### config.mk
export PLATFORM = sky130hd
export DESIGN_NAME = backing_store_scheduler
export DESIGN_NICKNAME = d
export VERILOG_FILES = /design/src/rtl/backing_store_scheduler.sv
export SDC_FILE = /design/constraint.sdc
export NUM_CORES = 1
export LEC_CHECK = 0
export ABC_CLOCK_PERIOD_IN_PS = 5700
export CAP_MARGIN = 20
export CORE_UTILIZATION = 40
export DETAILED_ROUTE_END_ITERATION = 16
export PLACE_DENSITY = 0.94
export SYNTH_ARGS = -nofsm -noshare
export SYNTH_HDL_FRONTEND = slang
export SYNTH_SLANG_ARGS = --single-unit
### constraint.sdc
create_clock -name backing_clk -period 5.7 [get_ports backing_clk]
set_input_delay 1.14 -clock backing_clk [delete_from_list [all_inputs] [get_ports backing_clk]]
set_output_delay 1.14 -clock backing_clk [all_outputs]
set_load 0.05 [all_outputs]
### src/rtl/backing_store_scheduler.sv
// Round-robin arbiter and burst sequencer sharing one backing store between
// line-fill and writeback requesters; each grant becomes one aligned burst.
module backing_store_scheduler #(
  parameter int unsigned NUM_REQ    = 3,
  parameter int unsigned ADDR_WIDTH = 25,
  parameter int unsigned WORD_BYTES = 2,
  parameter int unsigned BURST_LEN  = 8,
  localparam int unsigned DW        = 8 * WORD_BYTES,
  localparam int unsigned IDW       = (NUM_REQ > 1) ? $clog2(NUM_REQ) : 1,
  localparam int unsigned LB        = $clog2(BURST_LEN)
) (
  input  logic                          backing_clk,
  input  logic                          reset,
  input  logic [NUM_REQ-1:0]            req_valid,
  input  logic [NUM_REQ-1:0]            req_we,
  input  logic [NUM_REQ*ADDR_WIDTH-1:0] req_addr,
  output logic [NUM_REQ-1:0]            req_ready,
  input  logic [NUM_REQ*DW-1:0]         wr_data,
  output logic [NUM_REQ-1:0]            wr_pop,
  output logic                          rd_valid,
  output logic [DW-1:0]                 rd_data,
  output logic [IDW-1:0]                rd_id,
  output logic                          rd_last,
  output logic                          busy,
  output logic                          backing_store_cmd_valid,
  output logic [ADDR_WIDTH-1:0]         backing_store_address,
  output logic                          backing_store_we,
  output logic [DW-1:0]                 backing_store_wdata,
  input  logic                          backing_store_drdy,
  input  logic [DW-1:0]                 backing_store_rdata
);

  typedef enum logic [1:0] {StIdle, StReadCmd, StReadWait, StWrite} state_e;

  state_e                state_q;
  logic [IDW-1:0]        rr_ptr_q;
  logic [IDW-1:0]        id_q;
  logic [ADDR_WIDTH-1:0] base_q;
  logic [LB:0]           beat_q;
  logic                  rd_valid_q;
  logic                  rd_last_q;
  logic [DW-1:0]         rd_data_q;
  logic [IDW-1:0]        rd_id_q;

  logic                  grant_any;
  logic [IDW-1:0]        winner;
  logic [IDW:0]          search_idx;
  logic [ADDR_WIDTH-1:0] win_addr;
  logic                  last_beat;

  // Search starts just after the previous winner, wrapping at NUM_REQ.
  always_comb begin
    grant_any  = 1'b0;
    winner     = '0;
    search_idx = '0;
    for (int i = 1; i <= int'(NUM_REQ); i++) begin
      search_idx = {1'b0, rr_ptr_q} + (IDW+1)'(i);
      if (search_idx >= (IDW+1)'(NUM_REQ)) begin
        search_idx = search_idx - (IDW+1)'(NUM_REQ);
      end
      if (!grant_any && req_valid[search_idx[IDW-1:0]]) begin
        grant_any = 1'b1;
        winner    = search_idx[IDW-1:0];
      end
    end
  end

  assign win_addr  = req_addr[32'(winner)*ADDR_WIDTH +: ADDR_WIDTH];
  assign last_beat = (beat_q == (LB+1)'(BURST_LEN - 1));

  always_comb begin
    req_ready = '0;
    if (!reset && (state_q == StIdle) && grant_any) begin
      req_ready[winner] = 1'b1;
    end
  end

  // Store-side outputs decode straight from registered state; reset masks them
  // so an abandoned burst produces nothing during the reset cycle either.
  always_comb begin
    backing_store_cmd_valid = 1'b0;
    backing_store_we        = 1'b0;
    backing_store_address   = '0;
    backing_store_wdata     = '0;
    wr_pop                  = '0;
    if (!reset) begin
      unique case (state_q)
        StReadCmd: begin
          backing_store_cmd_valid = 1'b1;
          backing_store_address   = base_q;
        end
        StWrite: begin
          backing_store_cmd_valid = 1'b1;
          backing_store_we        = 1'b1;
          backing_store_address   = {base_q[ADDR_WIDTH-1:LB], beat_q[LB-1:0]};
          backing_store_wdata     = wr_data[32'(id_q)*DW +: DW];
          wr_pop[id_q]            = 1'b1;
        end
        default: ;
      endcase
    end
  end

  assign busy     = !reset && (state_q != StIdle);
  assign rd_valid = rd_valid_q;
  assign rd_data  = rd_data_q;
  assign rd_id    = rd_id_q;
  assign rd_last  = rd_last_q;

  always_ff @(posedge backing_clk) begin
    if (reset) begin
      state_q    <= StIdle;
      rr_ptr_q   <= IDW'(NUM_REQ - 1);
      id_q       <= '0;
      base_q     <= '0;
      beat_q     <= '0;
      rd_valid_q <= 1'b0;
      rd_last_q  <= 1'b0;
      rd_data_q  <= '0;
      rd_id_q    <= '0;
    end else begin
      rd_valid_q <= 1'b0;
      rd_last_q  <= 1'b0;
      rd_data_q  <= '0;
      rd_id_q    <= '0;
      unique case (state_q)
        StIdle: begin
          if (grant_any) begin
            id_q     <= winner;
            rr_ptr_q <= winner;
            base_q   <= win_addr & ~ADDR_WIDTH'(BURST_LEN - 1);
            beat_q   <= '0;
            state_q  <= req_we[winner] ? StWrite : StReadCmd;
          end
        end
        StReadCmd: state_q <= StReadWait;
        StReadWait: begin
          if (backing_store_drdy) begin
            rd_valid_q <= 1'b1;
            rd_data_q  <= backing_store_rdata;
            rd_id_q    <= id_q;
            beat_q     <= beat_q + 1'b1;
            if (last_beat) begin
              rd_last_q <= 1'b1;
              state_q   <= StIdle;
            end
          end
        end
        StWrite: begin
          beat_q <= beat_q + 1'b1;
          if (last_beat) begin
            state_q <= StIdle;
          end
        end
        default: state_q <= StIdle;
      endcase
    end
  end

endmodule

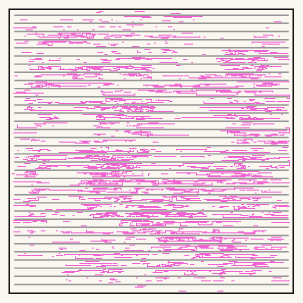
Figure 1: run 1, signal wires on met1.
Scale: 3 px per um. Supply wires on this layer in gray.
nets with wire on the layer = 613
longest straight run = 22.5 um
Vias: 3819
GR Util met1: 28.0%
routed wire length: 11800 um

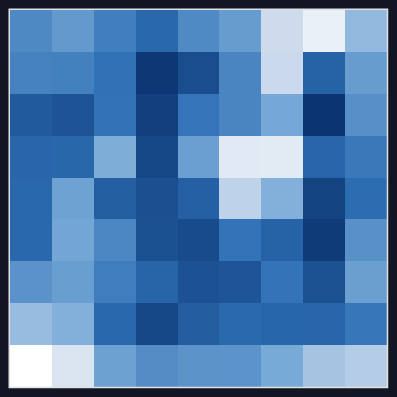
Figure 2: run 1, placement density heat map.
Scale: 4 px per um. 9 x 9 tiles, from white (low) to dark blue (high), 0 to 100% covered.
tiles over 75% full = 41%
nearly empty tiles = 1.2%
fullest tile = 98%
mean over tiles = 65%
Core Box Area: 8220 um^2
FP Core Util: 41.4%

==> summary.json, run 1 <==
{
  "placed_design": {
    "port_buffers": 208,
    "placed_cells_incl_taps": 680,
    "placement.cell_area_um2": 5750
  },
  "drt": {
    "post_drt_antenna_nets": 0,
    "drtIter0Drc": 152
  },
  "logic_synthesis": {
    "asyncSetResetFlopFracSynth_pct": 0,
    "synthFlopType": "sky130_fd_sc_hd__dfxtp_1",
    "yosys_warnings": 0,
    "netlist_top_cells_count": "sky130_fd_sc_hd__and2_1, sky130_fd_sc_hd__dfxtp_1, sky130_fd_sc_hd__nor2_1",
    "synth_largest_type_area_fraction_pct": 30.0,
    "netlist_area_um2": 3400,
    "yosysTopAreaCell": "sky130_fd_sc_hd__dfxtp_1",
    "syn_nets": 544,
    "number_of_cell_instances_after_yosys_synthesis": 391
  },
  "power_and_ir_drop": {
    "power.ir.vdd_worst_mv": 0.211,
    "leakage_power_nw": 2.11,
    "power.switching_mw": 1.08,
    "power_frac_clock_pct": 10.0
  },
  "finish": {
    "final_common_cell": "sky130_fd_sc_hd__clkdlybuf4s50_1",
    "finish.net_count": 737,
    "area_delta_synth_final_pct": 72.8,
    "logic_area_um2": 2210,
    "diodes": 0
  },
  "run_status": {
    "run_status": "complete, no violations"
  },
  "critical_path": {
    "critical_path.top_delay_family": "buffers and inverters",
    "worstPathCellList": "clkdlybuf4s50_1 -> and4bb_1 -> nor4_4 -> or3_4 -> nand4_4 -> nor3_2 -> clkdlybuf4s50_1",
    "timing.critical_path.slowest_stage_cell": "sky130_fd_sc_hd__clkdlybuf4s50_1",
    "reg2reg_to": "base_q[20]"
  },
  "clock_network": {
    "numClockSinks": 51
  },
  "min_path": {
    "worst_hold_startpoint": "base_q[13]"
  },
  "global_route": {
    "grt_pass1_wl_um": 18500,
    "grt_pass1_vias": 3989,
    "grt_start_max_net_pins": 28
  },
  "final_timing": {
    "worst_slew_margin_relative_to_its_limit_pct": 29.0,
    "post-route-period-util_pct": 84.6,
    "fmaxAchievable_ghz": 0.207,
    "final-setup-viol-count": 0,
    "finalHoldWorstSlack_ns": 0.514,
    "unrepaired_setup_endpoints_after_global_routing": "no"
  },
  "run": {
    "tool_warnings": 39
  },
  "floorplanning": {
    "chip_area_um2": 8870,
    "chipWidth_um": 94.2
  }
}
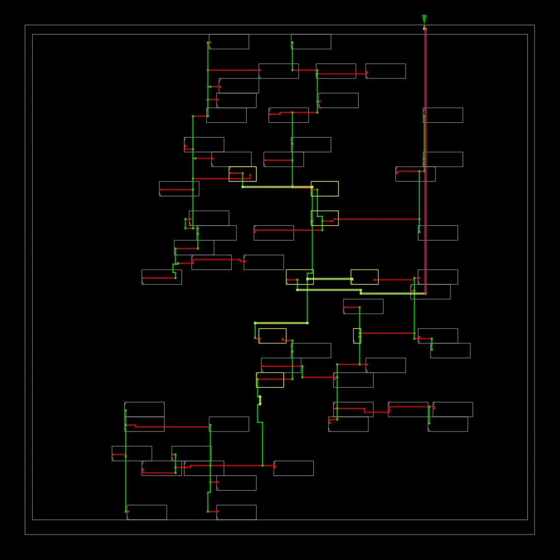
Figure 3: run 1, the clock network.
number of sequential cells: 51
worst-case clock skew: 0.00321 ns

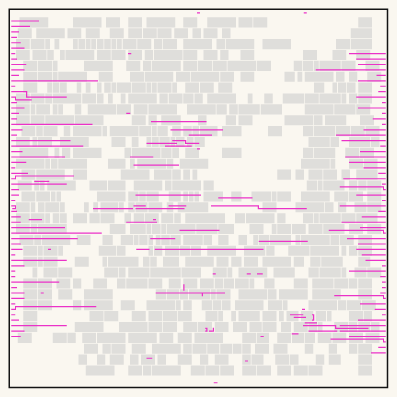
Figure 4: run 1, met3 routing.
Scale: 4 px per um.
wire length on this layer = 957 um
nets with wire on the layer = 147
share of all routed wire = 8.1%
longest straight run = 26.9 um
main direction = horizontal
Global Route met3 Usage: 5.26%

==> run 1: flip-flops by register name (all words and copies together), names as in the netlist <==
signal and count:
state_q 2, id_q 1, rd_id 2, rd_valid 1, rd_data 16, rr_ptr_q 2
beat_q 4, base_q 22, rd_last 1
==> run 1: worst max-delay path by stage <==
stage	endpoint	start	slack [ns]
after detailed placement	req_ready[0]	req_valid[1]	0.90
final	req_ready[0]	req_valid[1]	0.88
after CTS	req_ready[0]	req_valid[1]	0.90
after floorplan	req_ready[1]	req_valid[1]	1.79
after global routing	req_ready[2]	rr_ptr_q[0]	0.66
after global placement	req_ready[0]	req_valid[1]	0.95
==> run 1: layout make-up <==
cell class / instances / area share (%)
Clock buffer: 8 / 1.70
Inverter: 6 / 0.383
Multi-Input combinational cell: 302 / 37.6
Sequential cell: 51 / 17.4
Tap cell: 105 / 2.24
Timing Repair Buffer: 218 / 40.7
==> run 1: layer usage <==
layer  part of all wire [%]  track usage [%]  routed length (um)  vias to the layer above
li1                       -                -                   -                     1821
met2                     53             50.1                6230                      199
met5                      0                0                   0                        -
met4                    2.5             9.62                 289                        0
met1                     37             28.0                4320                     1774
met3                    8.1             5.26                 956                       25
==> run 1: metrics by stage <==
step           util, %  setup slack (ns)
6_report          71.5             0.878
5_1_grt           71.5             0.657
4_1_cts           71.2             0.898
3_5_place_dp      70.0             0.895
3_3_place_gp      69.6             0.952
2_1_floorplan        -              1.79
==> run 1: power by group through the flow <==
stage / Sequential, mW / Clock [mW] / Combinational, mW
after floorplan: 0.559 / 0 / 1.02
after global placement: 0.552 / 0 / 1.39
after detailed placement: 0.562 / 0 / 1.47
after CTS: 0.555 / 0.232 / 1.48
after global routing: 0.570 / 0.248 / 1.60
final: 0.556 / 0.226 / 1.49
==> run 1: cells by family (layout without fill, tap and decap cells) <==
group	after synthesis	count (layout)	share of synthesized area [%]
buffers and inverters	38	232	5.26
adders and majority gates	5	5	1.84
muxes	19	19	5.63
and+or+nand+nor	169	169	27.5
xor gates and xnor gates	2	2	0.515
AOI/OAI and AO/OA	107	107	29.2
DFF	51	51	30.0
==> run 1: worst min-delay path, stage by stage, from the launching register on <==
cell	delay, ns
sky130_fd_sc_hd__dfxtp_1	0.33
sky130_fd_sc_hd__o211ai_1	0.10
sky130_fd_sc_hd__o221ai_2	0.06
--- run 2 (diff from run 1) ---
--- a/config.mk
+++ b/config.mk
@@ -5,11 +5,11 @@
 export SDC_FILE = /design/constraint.sdc
 export NUM_CORES = 1
 export LEC_CHECK = 0
-export ABC_CLOCK_PERIOD_IN_PS = 5700
+export ABC_CLOCK_PERIOD_IN_PS = 4050
 export CAP_MARGIN = 20
-export CORE_UTILIZATION = 40
+export CORE_UTILIZATION = 34
 export DETAILED_ROUTE_END_ITERATION = 16
-export PLACE_DENSITY = 0.94
+export PLACE_DENSITY = 0.86
 export SYNTH_ARGS = -nofsm -noshare
 export SYNTH_HDL_FRONTEND = slang
 export SYNTH_SLANG_ARGS = --single-unit
==> constraint.sdc (replaced) <==
create_clock -name backing_clk -period 4.05 [get_ports backing_clk]
set_input_delay 0.81 -clock backing_clk [delete_from_list [all_inputs] [get_ports backing_clk]]
set_output_delay 0.81 -clock backing_clk [all_outputs]
set_load 0.05 [all_outputs]
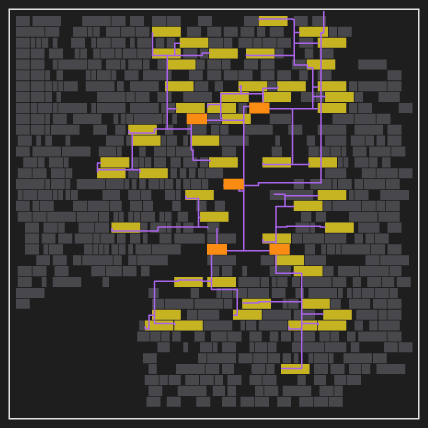
Figure 5: run 2, clock wires, drivers and flops.
Scale: 4 px per um.
orange -> clock drivers  # count 5
purple -> clock wires  # length 603 um
yellow -> flip-flops  # count 51
routed clock nets = 6
power dissipated in the clock network: 378 uW
clk_lat worst skew: 0.30 ns

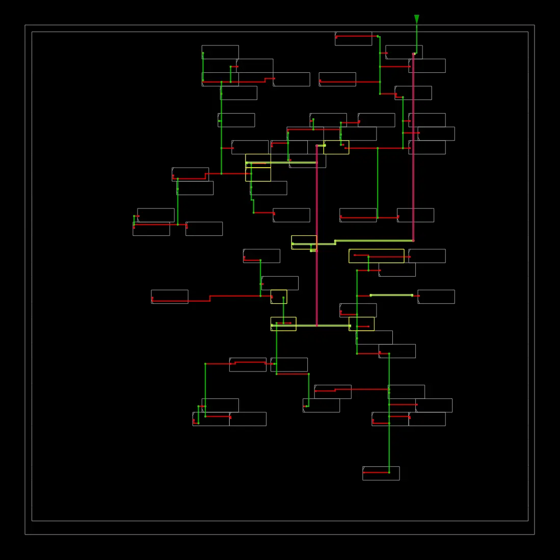
Figure 6: run 2, the clock network.
clock net sink count: 51
clk_buf instances: 6
CTS Buf Count: 5
worst-case clock skew: 0.00158 ns

==> run 2 against run 1 <==
Effect of this change: synthesized cell count is the same; highest routed layer unchanged; global-route usage shrank 4.3 points; core utilization shrank 7.7 points; largest cell class unchanged; clock power grew 67%; via count is essentially flat; worst hold slack gained 0.011 ns; cell count grew 4.1%; setup slack lost 0.65 ns; die area grew 17%; sequential power grew 36%; clock skew shrank 0.0016 ns; register-to-register slack lost 1.4 ns.
==> summary.json, run 2 <==
{
  "finish": {
    "finish.net_count": {"value": 737, "change": "unchanged"},
    "most_common_logic_cells_in_the_final_layout": {"value": "sky130_fd_sc_hd__clkdlybuf4s50_1, sky130_fd_sc_hd__and2_1, sky130_fd_sc_hd__dfxtp_1", "change": "unchanged"},
    "area_delta_synth_final": {"value": 82.7, "unit": "%", "change": "was 72.8%"},
    "diodes": {"value": 0, "change": "unchanged"},
    "largest_register_ffs": {"value": 22, "change": "unchanged"},
    "share_of_post_route_cells_with_drive_strength_above_1": {"value": 18.5, "unit": "%", "change": "was 13.3%"},
    "registers.top_by_ff_count": {"value": "base_q", "change": "unchanged"},
    "final_common_cell": {"value": "sky130_fd_sc_hd__clkdlybuf4s50_1", "change": "unchanged"},
    "post-route-cell-area": {"value": 6210, "unit": "um^2", "change": "was 5880 um^2"}
  },
  "logic_synthesis": {
    "syn-instance-count": {"value": 391, "change": "unchanged"},
    "yosysTopAreaCell": {"value": "sky130_fd_sc_hd__dfxtp_1", "change": "unchanged"},
    "netlist_area": {"value": 3400, "unit": "um^2", "change": "unchanged"},
    "asyncSetResetFlopFracSynth": {"value": 0, "unit": "%", "change": "unchanged"},
    "netlist_top_cells_count": {"value": "sky130_fd_sc_hd__and2_1, sky130_fd_sc_hd__dfxtp_1, sky130_fd_sc_hd__nor2_1", "change": "unchanged"},
    "synthFlopType": {"value": "sky130_fd_sc_hd__dfxtp_1", "change": "unchanged"},
    "syn_nets": {"value": 544, "change": "unchanged"},
    "yosys_warnings": {"value": 0, "change": "unchanged"},
    "number_of_cell_instances_after_yosys_synthesis": {"value": 391, "change": "unchanged"},
    "synth_largest_type_area_fraction": {"value": 30.0, "unit": "%", "change": "unchanged"}
  },
  "placed_design": {
    "placement.cell_area": {"value": 6070, "unit": "um^2", "change": "was 5750 um^2"},
    "detailed_placement_hpwl": {"value": 9140, "unit": "um", "change": "was 9080 um"},
    "port_buffers": {"value": 208, "change": "unchanged"}
  },
  "floorplanning": {
    "chip_area": {"value": 10400, "unit": "um^2", "change": "was 8870 um^2"},
    "chipWidth": {"value": 102, "unit": "um", "change": "was 94.2 um"},
    "die_height": {"value": 102, "unit": "um", "change": "was 94.2 um"},
    "floorplan.core_area": {"value": 9730, "unit": "um^2", "change": "was 8220 um^2"},
    "floorplanUtilization": {"value": 35.0, "unit": "%", "change": "was 41.4%"}
  },
  "power_and_ir_drop": {
    "power.switching": {"value": 1.58, "unit": "mW", "change": "was 1.08 mW"},
    "leakage_power": {"value": 2.25, "unit": "nW", "change": "was 2.11 nW"},
    "pwr-share-seq": {"value": 22.7, "unit": "%", "change": "was 24.5%"},
    "power.ir.vdd_worst": {"value": 0.362, "unit": "mV", "change": "was 0.211 mV"},
    "power_frac_clock": {"value": 11.3, "unit": "%", "change": "was 10.0%"}
  },
  "final_timing": {
    "final-setup-viol-count": {"value": 0, "change": "unchanged"},
    "finalHoldWorstSlack": {"value": 0.525, "unit": "ns", "change": "was 0.514 ns"},
    "post-route-period-util_pct": 94.4,
    "unrepaired_setup_endpoints_after_global_routing": {"value": "no", "change": "unchanged"},
    "worst_slew_margin_relative_to_its_limit": {"value": 32.0, "unit": "%", "change": "was 29.0%"},
    "fmaxAchievable_ghz": 0.261
  },
  "min_path": {
    "hold_path.class": {"value": "flop to flop", "change": "unchanged"}
  },
  "global_route": {
    "grt_start_max_net_pins": {"value": 28, "change": "unchanged"},
    "grt_pass1_vias": {"value": 3749, "change": "was 3989"},
    "grt_pass1_wl": {"value": 18200, "unit": "um", "change": "was 18500 um"}
  },
  "drt": {
    "post_drt_antenna_nets": {"value": 0, "change": "unchanged"},
    "drtIter0Drc": {"value": 136, "change": "was 152"},
    "detailedRoute.firstPassIterationCount": {"value": 4, "change": "unchanged"}
  },
  "run": {
    "tool_warnings": {"value": 39, "change": "unchanged"}
  },
  "run_status": {
    "run_status": {"value": "complete, no violations", "change": "unchanged"}
  }
}
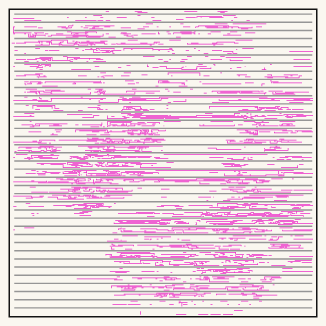
Figure 7: run 2, signal wires on met1.
Scale: 3 px per um. Supply wires on this layer in gray.
share of all routed wire = 40%
main direction = horizontal
Vias: 3817
routed wire length: 11800 um
GR Util met1: 25.2%

## run 2: area by class of cell
type | count | area (um^2) | area share (%)
repair buffers | 218 | 2660 | 42.9
clock inverters | 2 | 38.8 | 0.624
clock buffers | 6 | 82.6 | 1.33
flip-flops and latches | 51 | 1020 | 16.4
well taps | 133 | 166 | 2.68
multi-input cells | 302 | 2220 | 35.7
inverters | 6 | 22.5 | 0.363
## run 2: final timing paths
check	from	end	slack [ns]	cells past startpoint
setup / recovery	req_valid[1]	req_ready[0]	0.23	7
hold / removal	base_q[6]	base_q[6]	0.53	2
setup reg to reg	rr_ptr_q[0]	base_q[17]	1.14	8
hold reg to reg	base_q[6]	base_q[6]	0.53	2
## run 2: power by group through the flow
stage | sequential [mW] | combinational, mW | clock [mW]
floorplan | 0.787 | 1.44 | 0
global placement | 0.754 | 2.12 | 0
detailed placement | 0.770 | 2.20 | 0
CTS | 0.757 | 2.21 | 0.385
global route | 0.778 | 2.36 | 0.408
finish | 0.758 | 2.21 | 0.378
## run 2: cell families after synthesis
logic type               Yosys count  share of synthesized area [%]
AND-OR/OR-AND                    107                           29.2
buffers and inverters             38                           5.26
multiplexers                      19                           5.63
AND/OR/NAND/NOR                  169                           27.5
adder cells (fa/ha/maj)            5                           1.84
XOR/XNOR                           2                          0.515
flip-flops                        51                           30.0
## run 2: routing by layer
layer  vias up  GRT usage, %  part of all wire [%]
li1       1822             -                     -
met1      1811          25.2                    40
met2       172          41.9                    52
met3        12          3.69                   6.9
met4         0          4.84                   1.1
met5         -             0                     0
## run 2: stage by stage
stage	utilization, %	cells	power [mW]	worst slack, ns
floorplan	-	391	2.22	0.528
global placement	62.4	709	2.87	0.205
detailed placement	62.4	709	2.97	0.0294
CTS	63.7	717	3.35	0.227
global route	63.9	718	3.55	0.116
finish	63.9	718	3.34	0.226
## run 2: worst max-delay path: stages
cell and delay (ns):
sky130_fd_sc_hd__clkdlybuf4s50_1 0.60, sky130_fd_sc_hd__and4bb_1 0.28, sky130_fd_sc_hd__nor4_4 0.34, sky130_fd_sc_hd__or3_4 0.21, sky130_fd_sc_hd__nand4_4 0.28, sky130_fd_sc_hd__nor3_2 0.31, sky130_fd_sc_hd__buf_12 0.18
## run 2: what timing repair did
| item | 4_1_cts | 5_1_grt |
|---|---|---|
| resized | 1 | 0 |
| setup endpoints to repair | 1 | 0 |
| setup buffers | 0 | 0 |
Power figures rest on the tool's default switching activity, not on a simulated workload.
